**src/rtl/sprite_shifters_if.sv**
```systemverilog
`default_nettype none
// ============================================================================
// sprite_shifters_if
// Load/tick inputs and per-slot pixel outputs of the eight-slot sprite unit.
// Revision: 1.0
// ============================================================================
interface sprite_shifters_if;
  logic       ppu_tick;
  logic       shift_en;
  logic       load_en;
  logic [2:0] load_slot;
  logic [7:0] load_x;
  logic [7:0] load_attr;
  logic [7:0] load_pat_lo;
  logic [7:0] load_pat_hi;
  logic       load_sprite0;
  logic [3:0] sprite_pixel_0;
  logic [3:0] sprite_pixel_1;
  logic [3:0] sprite_pixel_2;
  logic [3:0] sprite_pixel_3;
  logic [3:0] sprite_pixel_4;
  logic [3:0] sprite_pixel_5;
  logic [3:0] sprite_pixel_6;
  logic [3:0] sprite_pixel_7;
  logic [7:0] sprite_priority_buff;
  logic       sprite0_opaque;

  modport master (
    output ppu_tick, shift_en, load_en, load_slot, load_x, load_attr,
           load_pat_lo, load_pat_hi, load_sprite0,
    input  sprite_pixel_0, sprite_pixel_1, sprite_pixel_2, sprite_pixel_3,
           sprite_pixel_4, sprite_pixel_5, sprite_pixel_6, sprite_pixel_7,
           sprite_priority_buff, sprite0_opaque
  );

  modport slave (
    input  ppu_tick, shift_en, load_en, load_slot, load_x, load_attr,
           load_pat_lo, load_pat_hi, load_sprite0,
    output sprite_pixel_0, sprite_pixel_1, sprite_pixel_2, sprite_pixel_3,
           sprite_pixel_4, sprite_pixel_5, sprite_pixel_6, sprite_pixel_7,
           sprite_priority_buff, sprite0_opaque
  );
endinterface
`default_nettype wire

```
**src/rtl/sprite_shifters.sv**
```systemverilog
`default_nettype none
// ============================================================================
// sprite_shifters
// Eight sprite slots: X countdown, then MSB-first pattern shift-out per dot.
// Revision: 1.0
// ============================================================================
module sprite_shifters (
  input  logic              clk,
  input  logic              rst,
  sprite_shifters_if.slave  bus_io
);

  logic [7:0] x_cnt_q [8];
  logic [7:0] x_cnt_d [8];
  logic [7:0] lo_q    [8];
  logic [7:0] lo_d    [8];
  logic [7:0] hi_q    [8];
  logic [7:0] hi_d    [8];
  logic [1:0] pal_q   [8];
  logic [1:0] pal_d   [8];
  logic [7:0] prio_q;
  logic [7:0] prio_d;
  logic       s0_q;
  logic       s0_d;
  logic [3:0] slot_pix [8];
  logic       unused_attr;

  assign unused_attr = ^{bus_io.load_attr[7], bus_io.load_attr[4:2]};

  function automatic logic [7:0] bit_rev(input logic [7:0] v);
    logic [7:0] r;
    for (int i = 0; i < 8; i++) r[i] = v[7-i];
    return r;
  endfunction

  always_comb begin
    prio_d = prio_q;
    s0_d   = s0_q;
    for (int n = 0; n < 8; n++) begin
      x_cnt_d[n] = x_cnt_q[n];
      lo_d[n]    = lo_q[n];
      hi_d[n]    = hi_q[n];
      pal_d[n]   = pal_q[n];
      if (bus_io.ppu_tick && bus_io.shift_en) begin
        if (x_cnt_q[n] != 8'd0) begin
          x_cnt_d[n] = x_cnt_q[n] - 8'd1;
        end else begin
          lo_d[n] = {lo_q[n][6:0], 1'b0};
          hi_d[n] = {hi_q[n][6:0], 1'b0};
        end
      end
      // A load overrides the dot update for the addressed slot only.
      if (bus_io.load_en && (bus_io.load_slot == 3'(n))) begin
        x_cnt_d[n] = bus_io.load_x;
        pal_d[n]   = bus_io.load_attr[1:0];
        prio_d[n]  = bus_io.load_attr[5];
        lo_d[n]    = bus_io.load_attr[6] ? bit_rev(bus_io.load_pat_lo) : bus_io.load_pat_lo;
        hi_d[n]    = bus_io.load_attr[6] ? bit_rev(bus_io.load_pat_hi) : bus_io.load_pat_hi;
      end
    end
    if (bus_io.load_en && (bus_io.load_slot == 3'd0)) s0_d = bus_io.load_sprite0;
  end

  always_ff @(posedge clk) begin
    if (!rst) begin
      for (int n = 0; n < 8; n++) begin
        x_cnt_q[n] <= 8'hFF;
        lo_q[n]    <= 8'h00;
        hi_q[n]    <= 8'h00;
        pal_q[n]   <= 2'b00;
      end
      prio_q <= 8'h00;
      s0_q   <= 1'b0;
    end else begin
      x_cnt_q <= x_cnt_d;
      lo_q    <= lo_d;
      hi_q    <= hi_d;
      pal_q   <= pal_d;
      prio_q  <= prio_d;
      s0_q    <= s0_d;
    end
  end

  for (genvar n = 0; n < 8; n++) begin : g_pix
    assign slot_pix[n] = (x_cnt_q[n] == 8'd0) ? {pal_q[n], hi_q[n][7], lo_q[n][7]} : 4'b0000;
  end

  assign bus_io.sprite_pixel_0       = slot_pix[0];
  assign bus_io.sprite_pixel_1       = slot_pix[1];
  assign bus_io.sprite_pixel_2       = slot_pix[2];
  assign bus_io.sprite_pixel_3       = slot_pix[3];
  assign bus_io.sprite_pixel_4       = slot_pix[4];
  assign bus_io.sprite_pixel_5       = slot_pix[5];
  assign bus_io.sprite_pixel_6       = slot_pix[6];
  assign bus_io.sprite_pixel_7       = slot_pix[7];
  assign bus_io.sprite_priority_buff = prio_q;
  assign bus_io.sprite0_opaque       = s0_q && (slot_pix[0][1:0] != 2'b00);

endmodule
`default_nettype wire
```
**src/flat_wrapper.sv**
```systemverilog
// flat-port wrapper written by rule: the top's interface ports become plain ports
module sprite_shifters_flat 
  (clk, rst, bus_io_ppu_tick, bus_io_shift_en, bus_io_load_en, bus_io_load_slot, bus_io_load_x, bus_io_load_attr, bus_io_load_pat_lo, bus_io_load_pat_hi, bus_io_load_sprite0, bus_io_sprite_pixel_0, bus_io_sprite_pixel_1, bus_io_sprite_pixel_2, bus_io_sprite_pixel_3, bus_io_sprite_pixel_4, bus_io_sprite_pixel_5, bus_io_sprite_pixel_6, bus_io_sprite_pixel_7, bus_io_sprite_priority_buff, bus_io_sprite0_opaque);
  sprite_shifters_if bus_io_i ();
  input  logic clk;
  input  logic rst;
  input wire logic [$bits(bus_io_i.ppu_tick)-1:0] bus_io_ppu_tick;
  input wire logic [$bits(bus_io_i.shift_en)-1:0] bus_io_shift_en;
  input wire logic [$bits(bus_io_i.load_en)-1:0] bus_io_load_en;
  input wire logic [$bits(bus_io_i.load_slot)-1:0] bus_io_load_slot;
  input wire logic [$bits(bus_io_i.load_x)-1:0] bus_io_load_x;
  input wire logic [$bits(bus_io_i.load_attr)-1:0] bus_io_load_attr;
  input wire logic [$bits(bus_io_i.load_pat_lo)-1:0] bus_io_load_pat_lo;
  input wire logic [$bits(bus_io_i.load_pat_hi)-1:0] bus_io_load_pat_hi;
  input wire logic [$bits(bus_io_i.load_sprite0)-1:0] bus_io_load_sprite0;
  output wire logic [$bits(bus_io_i.sprite_pixel_0)-1:0] bus_io_sprite_pixel_0;
  output wire logic [$bits(bus_io_i.sprite_pixel_1)-1:0] bus_io_sprite_pixel_1;
  output wire logic [$bits(bus_io_i.sprite_pixel_2)-1:0] bus_io_sprite_pixel_2;
  output wire logic [$bits(bus_io_i.sprite_pixel_3)-1:0] bus_io_sprite_pixel_3;
  output wire logic [$bits(bus_io_i.sprite_pixel_4)-1:0] bus_io_sprite_pixel_4;
  output wire logic [$bits(bus_io_i.sprite_pixel_5)-1:0] bus_io_sprite_pixel_5;
  output wire logic [$bits(bus_io_i.sprite_pixel_6)-1:0] bus_io_sprite_pixel_6;
  output wire logic [$bits(bus_io_i.sprite_pixel_7)-1:0] bus_io_sprite_pixel_7;
  output wire logic [$bits(bus_io_i.sprite_priority_buff)-1:0] bus_io_sprite_priority_buff;
  output wire logic [$bits(bus_io_i.sprite0_opaque)-1:0] bus_io_sprite0_opaque;
  assign bus_io_i.ppu_tick = bus_io_ppu_tick;
  assign bus_io_i.shift_en = bus_io_shift_en;
  assign bus_io_i.load_en = bus_io_load_en;
  assign bus_io_i.load_slot = bus_io_load_slot;
  assign bus_io_i.load_x = bus_io_load_x;
  assign bus_io_i.load_attr = bus_io_load_attr;
  assign bus_io_i.load_pat_lo = bus_io_load_pat_lo;
  assign bus_io_i.load_pat_hi = bus_io_load_pat_hi;
  assign bus_io_i.load_sprite0 = bus_io_load_sprite0;
  assign bus_io_sprite_pixel_0 = bus_io_i.sprite_pixel_0;
  assign bus_io_sprite_pixel_1 = bus_io_i.sprite_pixel_1;
  assign bus_io_sprite_pixel_2 = bus_io_i.sprite_pixel_2;
  assign bus_io_sprite_pixel_3 = bus_io_i.sprite_pixel_3;
  assign bus_io_sprite_pixel_4 = bus_io_i.sprite_pixel_4;
  assign bus_io_sprite_pixel_5 = bus_io_i.sprite_pixel_5;
  assign bus_io_sprite_pixel_6 = bus_io_i.sprite_pixel_6;
  assign bus_io_sprite_pixel_7 = bus_io_i.sprite_pixel_7;
  assign bus_io_sprite_priority_buff = bus_io_i.sprite_priority_buff;
  assign bus_io_sprite0_opaque = bus_io_i.sprite0_opaque;
  sprite_shifters u_core (.clk(clk), .rst(rst), .bus_io(bus_io_i));
endmodule
```
**config.mk**
```make
export PLATFORM = sky130hd
export DESIGN_NAME = sprite_shifters_flat
export DESIGN_NICKNAME = d
export VERILOG_FILES = /design/src/rtl/sprite_shifters_if.sv /design/src/rtl/sprite_shifters.sv /design/src/flat_wrapper.sv
export SDC_FILE = /design/constraint.sdc
export NUM_CORES = 1
export LEC_CHECK = 0
export ABC_AREA = 0
export CAP_MARGIN = 25
export CORE_ASPECT_RATIO = 1.75
export CORE_MARGIN = 10
export CORE_UTILIZATION = 64
export DETAILED_ROUTE_END_ITERATION = 8
export PLACE_DENSITY = 0.93
export SYNTH_ARGS = -nofsm -noshare
export SYNTH_HDL_FRONTEND = slang
export SYNTH_SLANG_ARGS = --single-unit
```
**constraint.sdc**
```tcl
create_clock -name clk -period 6.2 [get_ports clk]
set_input_delay 0.62 -clock clk [delete_from_list [all_inputs] [get_ports clk]]
set_output_delay 0.62 -clock clk [all_outputs]
set_load 0.1 [all_outputs]
```
==> run_1/cell_classes.png <==
(2 px per um)
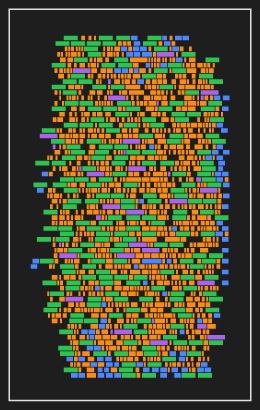
legend:
  all other logic:
    color: orange
    cells: 1,045
  clock drivers and dummy loads:
    color: purple
    cells: 34
  flip-flops:
    color: green
    cells: 217
  other buffers and delay cells:
    color: blue
    cells: 98

==> run_1/met1.png <==
(3 px per um) Supply wires on this layer in gray. Cells faint in the background.
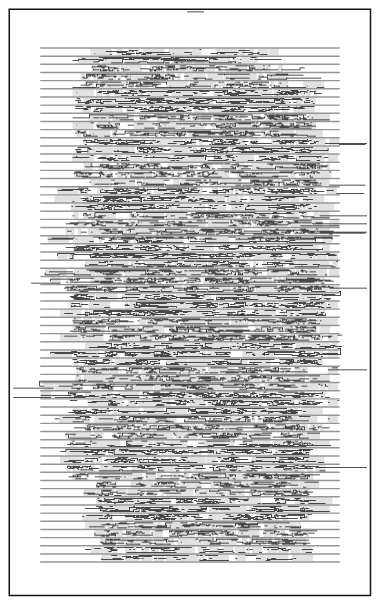
share of all routed wire: 37%
longest straight run: 37.7 um

==> impl_metrics.xml, run 1 <==
<?xml version="1.0" encoding="UTF-8"?>
<metrics>
  <group name="outcome">
    <metric name="outcome" unit="">finished clean</metric>
  </group>
  <group name="route">
    <metric name="route.final.wire_length" unit="um">32600</metric>
    <metric name="drtIter0Drc" unit="">1146</metric>
    <metric name="route.detailed.vias_per_inst" unit="">6.81</metric>
    <metric name="route.detailed.wl_per_inst" unit="um">20.1</metric>
    <metric name="detail_route.first_pass.iterations" unit="">6</metric>
    <metric name="detailroute.via_count" unit="">11000</metric>
    <metric name="drc_errors" unit="">0</metric>
  </group>
  <group name="place">
    <metric name="dp_hpwl" unit="um">20600</metric>
    <metric name="dpl.cell_count" unit="">1584</metric>
    <metric name="gp_congestion" unit="">0.907</metric>
  </group>
  <group name="die">
    <metric name="die-width" unit="um">120</metric>
    <metric name="die_y_extent" unit="um">195</metric>
    <metric name="io-pin-count" unit="">82</metric>
    <metric name="num_rows" unit="">63</metric>
    <metric name="chip_area" unit="um2">23400</metric>
  </group>
  <group name="sta">
    <metric name="period_needed" unit="ns">4.13</metric>
    <metric name="hold_vio_cnt_final" unit="">0</metric>
    <metric name="fmaxAchievable" unit="GHz">0.242</metric>
    <metric name="drv_slew" unit="">0</metric>
    <metric name="setup_tns_final" unit="ns">0</metric>
    <metric name="final-setup-viol-count" unit="">0</metric>
    <metric name="grt_setup_unrepaired" unit="">false</metric>
    <metric name="relSlewSlack" unit="%">20.5</metric>
    <metric name="timing_worst_slew_pin_value" unit="ns">1.18</metric>
    <metric name="post_route_hold_slack" unit="ns">0.451</metric>
  </group>
  <group name="final_layout">
    <metric name="utilization" unit="%">73.2</metric>
    <metric name="antenna-diode-count" unit="">0</metric>
    <metric name="most-common-layout-cells" unit="">249 x nand2_1, 217 x dfxtp_1, 120 x o21ai_0</metric>
    <metric name="mi_logic_area" unit="um2">6260</metric>
    <metric name="nNetsFinal" unit="">1431</metric>
    <metric name="flow.area_growth_from_synthesis" unit="%">12.0</metric>
    <metric name="most_frequently_placed_logic_cell_in_the_final_layout" unit="">nand2_1</metric>
    <metric name="filler_cell_count" unit="">1232</metric>
    <metric name="final_non_filler_cell_total" unit="">1621</metric>
  </group>
  <group name="yosys">
    <metric name="post_synth_num_cell_types" unit="">69</metric>
    <metric name="postSynthRegisterBits" unit="">217</metric>
    <metric name="ys_dominant_reg_cell" unit="">dfxtp_1</metric>
    <metric name="yosys-mux-area-fraction" unit="%">4.29</metric>
    <metric name="synthTopLogicFamily" unit="">simple AND/OR/NAND/NOR gates</metric>
    <metric name="post_synth_fa_ha_maj_area_fraction" unit="%">0.895</metric>
    <metric name="synth_warnings" unit="">0</metric>
    <metric name="synthesis.nets" unit="">1432</metric>
    <metric name="synthesis.instances" unit="">1383</metric>
    <metric name="synthesis.area_per_instance" unit="um2">8.09</metric>
    <metric name="yosys.stat.chipArea" unit="um2">11200</metric>
    <metric name="async_flop_share" unit="%">0</metric>
    <metric name="post_synth_and_or_nand_nor_area_fraction" unit="%">25.7</metric>
    <metric name="synth.cellmix.compoundShare" unit="%">24.6</metric>
    <metric name="synth.yosys.seq_area_share" unit="%">38.8</metric>
    <metric name="synthTopCellsByArea" unit="">dfxtp_1 39%, nand2_1 8.4%, o2111ai_1 6.7%</metric>
    <metric name="netlist.area_leader.share" unit="%">38.8</metric>
    <metric name="syn-cell-area" unit="um2">11200</metric>
  </group>
  <group name="critical_path">
    <metric name="critical_path_startpoint_category" unit="">flop</metric>
    <metric name="cp.depth" unit="">5</metric>
    <metric name="worstPathMaxFanout" unit="">7</metric>
    <metric name="crit_path_max_cell_delay" unit="ns">1.15</metric>
    <metric name="critPathBufInv" unit="">2</metric>
    <metric name="timing.setup.critical_path_class" unit="">reg -&gt; out</metric>
    <metric name="timing.reg2reg.worst_path_depth" unit="">6</metric>
    <metric name="critical_path_required" unit="ns">5.58</metric>
    <metric name="path_cells" unit="">inv_1, ha_1, nor4b_1, and3_1, clkdlybuf4s50_1</metric>
    <metric name="timing.critical_path.max_delay_family" unit="">buffers and inverters</metric>
    <metric name="cpMaxStageDelayCell" unit="">clkdlybuf4s50_1</metric>
  </group>
  <group name="clock_network">
    <metric name="cts_root_buffer" unit="">clkbuf_16</metric>
    <metric name="cts_post_setup_buffers_inserted" unit="">0</metric>
    <metric name="cts_hold_buffers" unit="">0</metric>
    <metric name="clock_latency_on_the_worst_skew_pair" unit="ns">0.50</metric>
    <metric name="clk_transition_reported_paths" unit="ns">0.07</metric>
    <metric name="numClockSinks" unit="">217</metric>
    <metric name="cts_resized" unit="">0</metric>
    <metric name="cts_made_buffers" unit="">20</metric>
    <metric name="htreeDepth" unit="">1</metric>
  </group>
  <group name="grt">
    <metric name="grt_first_pass_wirelength" unit="um">51800</metric>
    <metric name="grt_start_max_net_pins" unit="">138</metric>
    <metric name="grt_util_all_layers" unit="%">26.3</metric>
  </group>
  <group name="power_and_ir_drop">
    <metric name="p_leak" unit="nW">4.31</metric>
    <metric name="overall_power_after_layout" unit="mW">2.90</metric>
    <metric name="power_density" unit="nW/um2">231</metric>
  </group>
  <group name="worst_hold_path">
    <metric name="min-delay-path-class" unit="">reg -&gt; reg</metric>
  </group>
  <group name="run">
    <metric name="warning_count" unit="">34</metric>
    <metric name="max_cap_violations" unit="">0</metric>
  </group>
</metrics>
==> run_1/port_nets.png <==
(2 px per um)
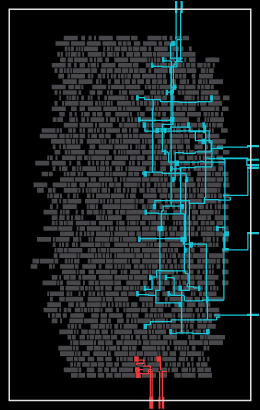
legend:
  bus_io_sprite_pixel_2:
    color: red
    bits: 4
    direction: output
    end_cells: 4
    buffers: 4
    wire: 89.9 um
  bus_io_load_x:
    color: cyan
    bits: 8
    direction: input
    end_cells: 46
    buffers: 8
    wire: 1,340 um

[run 1: cells in the mapped netlist, types with 8 or more instances]
| library cell | number |
|---|---|
| a21oi_1 | 80 |
| dfxtp_1 | 217 |
| o2111ai_1 | 86 |
| a211oi_1 | 12 |
| nand2b_1 | 22 |
| buf_2 | 16 |
| o21ai_0 | 120 |
| a31oi_1 | 16 |
| nand4b_1 | 8 |
| a221oi_1 | 9 |
| nor2_1 | 76 |
| mux2_2 | 16 |
| o22a_1 | 10 |
| or3_1 | 15 |
| and3_1 | 30 |
| clkbuf_1 | 77 |
| inv_1 | 22 |
| nand4_1 | 16 |
| and2_1 | 11 |
| mux2i_1 | 30 |
| nor3_1 | 37 |
| nor4_1 | 11 |
| ha_1 | 8 |
| buf_1 | 13 |
| a41o_1 | 8 |
| nand3_1 | 23 |
| o211ai_1 | 11 |
| nand2_1 | 249 |
| or2_2 | 23 |
[run 1: flip-flops by register name, indices dropped and copies added (netlist names)]
register / count
u_core.pal_q: 16
u_core.x_cnt_q: 64
u_core.s0_q: 1
u_core.hi_q: 64
u_core.bus_io.sprite_priority_buff: 8
u_core.lo_q: 64
[run 1: power breakdown]
part	switching [mW]	leakage, nW	internal [mW]	total [mW]
Clock	0.534	0.289	0.634	1.17
Combinational	0.186	2.26	0.0917	0.278
Sequential	0.0276	1.76	1.43	1.45
Total	0.748	4.31	2.15	2.90
[run 1: cell type report]
class                   count  share of cell area (%)
multi-input cells        1023                    50.0
flip-flops and latches    217                    34.7
repair buffers             98                    7.64
clock buffers              28                    4.48
well taps                 227                    2.27
inverters                  22                   0.659
clock inverters             6                   0.280
[run 1: routing by layer]
metal  routed length (um)  GRT usage (%)  vias up
met1                12100           29.2     5179
met4                 2130           17.8        0
li1                     -              -     5104
met3                 2320           3.92      171
met5                    0              0        -
met2                16100           45.0      584
[run 1: worst paths after layout]
kind / start / end / slack, ns
max: u_core.x_cnt_q[8]$_SDFFE_PN1P_ / bus_io_sprite_pixel_6[2] / 2.07
min: u_core.pal_q[4]$_SDFFE_PN0P_ / u_core.pal_q[4]$_SDFFE_PN0P_ / 0.45
max reg2reg: u_core.x_cnt_q[8]$_SDFFE_PN1P_ / u_core.lo_q[9]$_SDFFE_PN0P_ / 3.53
min reg2reg: u_core.pal_q[4]$_SDFFE_PN0P_ / u_core.pal_q[4]$_SDFFE_PN0P_ / 0.45
[run 1: stage by stage]
step	area (um2)	setup WS, ns
after floorplan	11200	3.27
after global placement	11900	2.66
after detailed placement	11900	2.69
after CTS	12500	2.14
after global routing	12500	1.95
final	12500	2.07
[run 1: logic make-up after synthesis]
kind of cell,count (synthesis)
flip-flops,217
adder cells (fa/ha/maj),8
XOR/XNOR,3
buffers and inverters,143
AND/OR/NAND/NOR,568
AND-OR/OR-AND,398
multiplexers,46
[run 1: tightest hold or removal path, delay by kind of cell (launching register included)]
kind               cells  cell delay [ns]
DFF                    1             0.31
AOI/OAI and AO/OA      1             0.05
and+or+nand+nor        1             0.05
==> run_1/final_placement.png <==
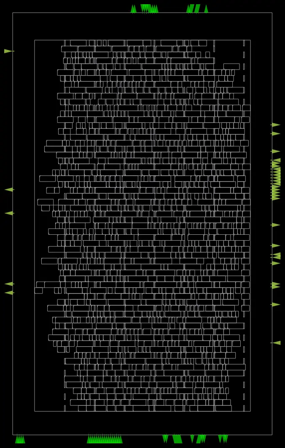

--- run 2 (diff from run 1) ---
--- a/config.mk
+++ b/config.mk
@@ -9,9 +9,9 @@
 export CAP_MARGIN = 25
 export CORE_ASPECT_RATIO = 1.75
 export CORE_MARGIN = 10
-export CORE_UTILIZATION = 64
+export CORE_UTILIZATION = 59
 export DETAILED_ROUTE_END_ITERATION = 8
-export PLACE_DENSITY = 0.93
+export PLACE_DENSITY = 0.87
 export SYNTH_ARGS = -nofsm -noshare
 export SYNTH_HDL_FRONTEND = slang
 export SYNTH_SLANG_ARGS = --single-unit
==> constraint.sdc (replaced) <==
create_clock -name clk -period 3.8 [get_ports clk]
set_input_delay 0.38 -clock clk [delete_from_list [all_inputs] [get_ports clk]]
set_output_delay 0.38 -clock clk [all_outputs]
set_load 0.1 [all_outputs]
==> run_2/final_placement.png <==
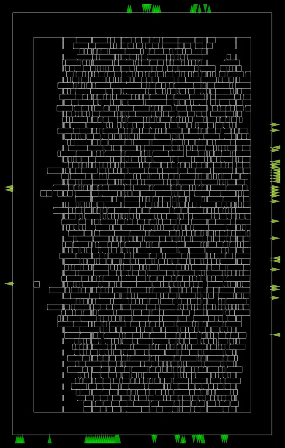
count of inserted tapcells: 238
Final Core Density: 68.5%
final non-filler cell total: 1,655
flip-flops: 217
total number of placement rows: 66

==> run_2/port_nets.png <==
(2 px per um)
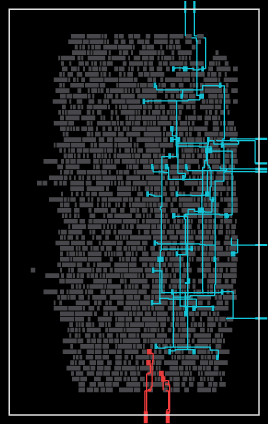
legend:
  bus_io_load_x:
    color: cyan
    bits: 8
    direction: input
    end_cells: 46
    buffers: 8
    wire: 1,300 um
  bus_io_sprite_pixel_2:
    color: red
    bits: 4
    direction: output
    end_cells: 4
    buffers: 4
    wire: 106 um

==> run_2/density.png <==
(2 px per um) The die is cut into 12 by 20 equal tiles; dark blue is low, red is high, 0 to 100% covered.
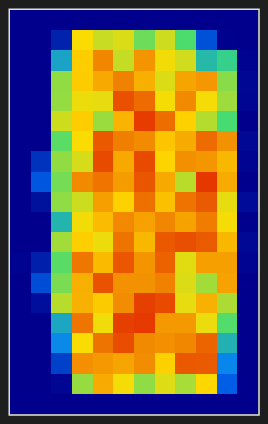
densest ninth of the die: middle
mean over tiles: 50%
tiles over 75% full: 40%

==> run 2 against run 1 <==
Utilization decreased by 4.8 points; sequential cell count unchanged; cell count increased by 2.1%; largest cell class unchanged; via count decreased by 0.12%; highest routed layer unchanged; power increased by 75%; critical path depth unchanged; sequential share of layout area decreased by 0.68 points; die area increased by 7.3%; synthesized cell count unchanged; clock skew increased by 0.00067 ns; non-clock buffer count increased by 22.
==> impl_metrics.xml, run 2 <==
<?xml version="1.0" encoding="UTF-8"?>
<metrics>
  <group name="outcome">
    <metric name="outcome" unit="">finished clean</metric>
  </group>
  <group name="yosys">
    <metric name="synth.cellmix.compoundShare" unit="%">24.6</metric>
    <metric name="ys_dominant_reg_cell" unit="">dfxtp_1</metric>
    <metric name="netlist.area_leader.share" unit="%">38.8</metric>
    <metric name="synthesis.area_per_instance" unit="um2">8.09</metric>
    <metric name="post_synth_and_or_nand_nor_area_fraction" unit="%">25.7</metric>
    <metric name="synthTopCellsByArea" unit="">dfxtp_1 39%, nand2_1 8.4%, o2111ai_1 6.7%</metric>
    <metric name="synth.yosys.seq_area_share" unit="%">38.8</metric>
    <metric name="postSynthRegisterBits" unit="">217</metric>
    <metric name="synth_warnings" unit="">0</metric>
    <metric name="post_synth_num_cell_types" unit="">69</metric>
    <metric name="async_flop_share" unit="%">0</metric>
    <metric name="syn-cell-area" unit="um2">11200</metric>
    <metric name="yosys-mux-area-fraction" unit="%">4.29</metric>
    <metric name="post_synth_fa_ha_maj_area_fraction" unit="%">0.895</metric>
    <metric name="synthesis.nets" unit="">1432</metric>
    <metric name="synth.cells.most_frequent" unit="">249 x nand2_1, 217 x dfxtp_1, 120 x o21ai_0, 86 x o2111ai_1, 80 x a21oi_1</metric>
  </group>
  <group name="critical_path">
    <metric name="path_cells" unit="">inv_1, ha_1, nor3b_1, and3_1, buf_4</metric>
    <metric name="timing.reg2reg.worst_path_depth" unit="">6</metric>
    <metric name="critPathBufInv" unit="">2</metric>
    <metric name="startpoint_of_the_most_critical_register_to_register_path" unit="">u_core.x_cnt_q[8]$_SDFFE_PN1P_</metric>
    <metric name="critical_path_startpoint_category" unit="">flop</metric>
    <metric name="cpMaxStageDelayCell" unit="">nor3b_1</metric>
    <metric name="timing.critical_path.max_delay_family" unit="">simple AND/OR/NAND/NOR gates</metric>
    <metric name="worstReg2RegEnd" unit="">u_core.hi_q[15]$_SDFFE_PN0P_</metric>
    <metric name="worstPathMaxFanout" unit="">9</metric>
    <metric name="critical_path_required" unit="ns">3.42</metric>
  </group>
  <group name="worst_hold_path">
    <metric name="min-delay-path-class" unit="">in -&gt; reg</metric>
    <metric name="worstHoldEndpoint" unit="">u_core.x_cnt_q[10]$_SDFFE_PN1P_</metric>
  </group>
  <group name="final_layout">
    <metric name="mi_logic_area" unit="um2">6260</metric>
    <metric name="nNetsFinal" unit="">1453</metric>
    <metric name="most-common-layout-cells" unit="">249 x nand2_1, 217 x dfxtp_1, 120 x o21ai_0</metric>
    <metric name="filler_cell_count" unit="">1501</metric>
    <metric name="flow.area_growth_from_synthesis" unit="%">14.2</metric>
    <metric name="most_frequently_placed_logic_cell_in_the_final_layout" unit="">nand2_1</metric>
  </group>
  <group name="sta">
    <metric name="hold_vio_cnt_final" unit="">0</metric>
    <metric name="relSlewSlack" unit="%">24.8</metric>
    <metric name="fmaxAchievable" unit="GHz">0.331</metric>
    <metric name="final-setup-viol-count" unit="">0</metric>
    <metric name="setup_tns_final" unit="ns">0</metric>
    <metric name="period_needed" unit="ns">3.03</metric>
    <metric name="final.setup.worst_slack" unit="ns">0.775</metric>
    <metric name="grt_setup_unrepaired" unit="">false</metric>
  </group>
  <group name="route">
    <metric name="detailroute.via_count" unit="">11000</metric>
    <metric name="route.detailed.vias_per_inst" unit="">6.66</metric>
    <metric name="route.final.wire_length" unit="um">33000</metric>
    <metric name="drtIter0Drc" unit="">1239</metric>
    <metric name="detail_route.first_pass.iterations" unit="">5</metric>
    <metric name="route.detailed.wl_per_inst" unit="um">19.9</metric>
  </group>
  <group name="place">
    <metric name="dp_hpwl" unit="um">21500</metric>
    <metric name="gp_congestion" unit="">0.926</metric>
    <metric name="detailedPlace.worstSlack" unit="ns">0.847</metric>
  </group>
  <group name="clock_network">
    <metric name="cts_resized" unit="">0</metric>
    <metric name="cts_post_setup_buffers_inserted" unit="">0</metric>
    <metric name="cts_hold_buffers" unit="">0</metric>
    <metric name="cts_made_buffers" unit="">20</metric>
  </group>
  <group name="grt">
    <metric name="grt_util_all_layers" unit="%">25.4</metric>
    <metric name="grt_first_pass_wirelength" unit="um">52400</metric>
    <metric name="grt_start_max_net_pins" unit="">172</metric>
  </group>
  <group name="die">
    <metric name="die-width" unit="um">124</metric>
    <metric name="chip_area" unit="um2">25100</metric>
    <metric name="io-pin-count" unit="">82</metric>
    <metric name="die_y_extent" unit="um">202</metric>
  </group>
  <group name="power_and_ir_drop">
    <metric name="power_density" unit="nW/um2">396</metric>
    <metric name="overall_power_after_layout" unit="mW">5.06</metric>
  </group>
  <group name="run">
    <metric name="warning_count" unit="">32</metric>
  </group>
</metrics>
[run 2: cell types whose count changed in the layout (fill, tap and decap cells not counted), sizes merged]
| cell | change |
|---|---|
| clkbuf | +5 |
| bufinv | +2 |
| buf | +55 |
| clkinvlp | -2 |
| clkdlybuf4s50 | -33 |
| clkinv | -4 |
[run 2: kinds of logic after synthesis]
| logic type | Yosys count |
|---|---|
| buffers and inverters | 143 |
| DFF | 217 |
| xor gates and xnor gates | 3 |
| AOI/OAI and AO/OA | 398 |
| adders and majority gates | 8 |
| muxes | 46 |
| and+or+nand+nor | 568 |
[run 2: worst max-delay path by stage]
stage	start	to	slack (ns)	cells past startpoint
after detailed placement	bus_io_shift_en	u_core.lo_q[25]$_SDFFE_PN0P_	0.85	6
after CTS	u_core.x_cnt_q[48]$_SDFFE_PN1P_	bus_io_sprite_pixel_1[1]	0.80	5
final	u_core.x_cnt_q[48]$_SDFFE_PN1P_	bus_io_sprite_pixel_1[1]	0.77	5
after global placement	bus_io_ppu_tick	u_core.lo_q[15]$_SDFFE_PN0P_	0.88	6
after global routing	u_core.x_cnt_q[8]$_SDFFE_PN1P_	bus_io_sprite_pixel_6[3]	0.55	5
after floorplan	u_core.x_cnt_q[61]$_SDFFE_PN1P_	bus_io_sprite0_opaque	1.11	3
[run 2: layout make-up]
type                       instances  area share [%]
clock inverter                     2           0.470
tap                              238            2.33
multi-input combinational       1023            49.0
inverter                          22           0.646
sequential                       217            34.0
clock buffer                      33            5.25
timing repair buffer             120            8.33
[run 2: report_power, final]
group	switching (mW)	leakage, nW	internal, mW
clock	0.885	0.361	1.34
sequential	0.0449	1.76	2.33
combinational	0.308	2.44	0.163
[run 2: stage by stage]
step                instances  area [um2]
detailed placement       1620       12000
finish                   1655       12800
CTS                      1655       12800
global placement         1618       12000
global route             1655       12800
floorplan                1383       11200
[run 2: per-layer routing]
| metal | wire [um] | vias up | track usage [%] |
|---|---|---|---|
| met2 | 16300 | 489 | 42.4 |
| met3 | 2190 | 147 | 2.93 |
| met5 | 0 | - | 0 |
| met4 | 2150 | 0 | 15.8 |
| li1 | - | 5132 | - |
| met1 | 12300 | 5257 | 29.6 |
Power and IR drop assume default switching activity.
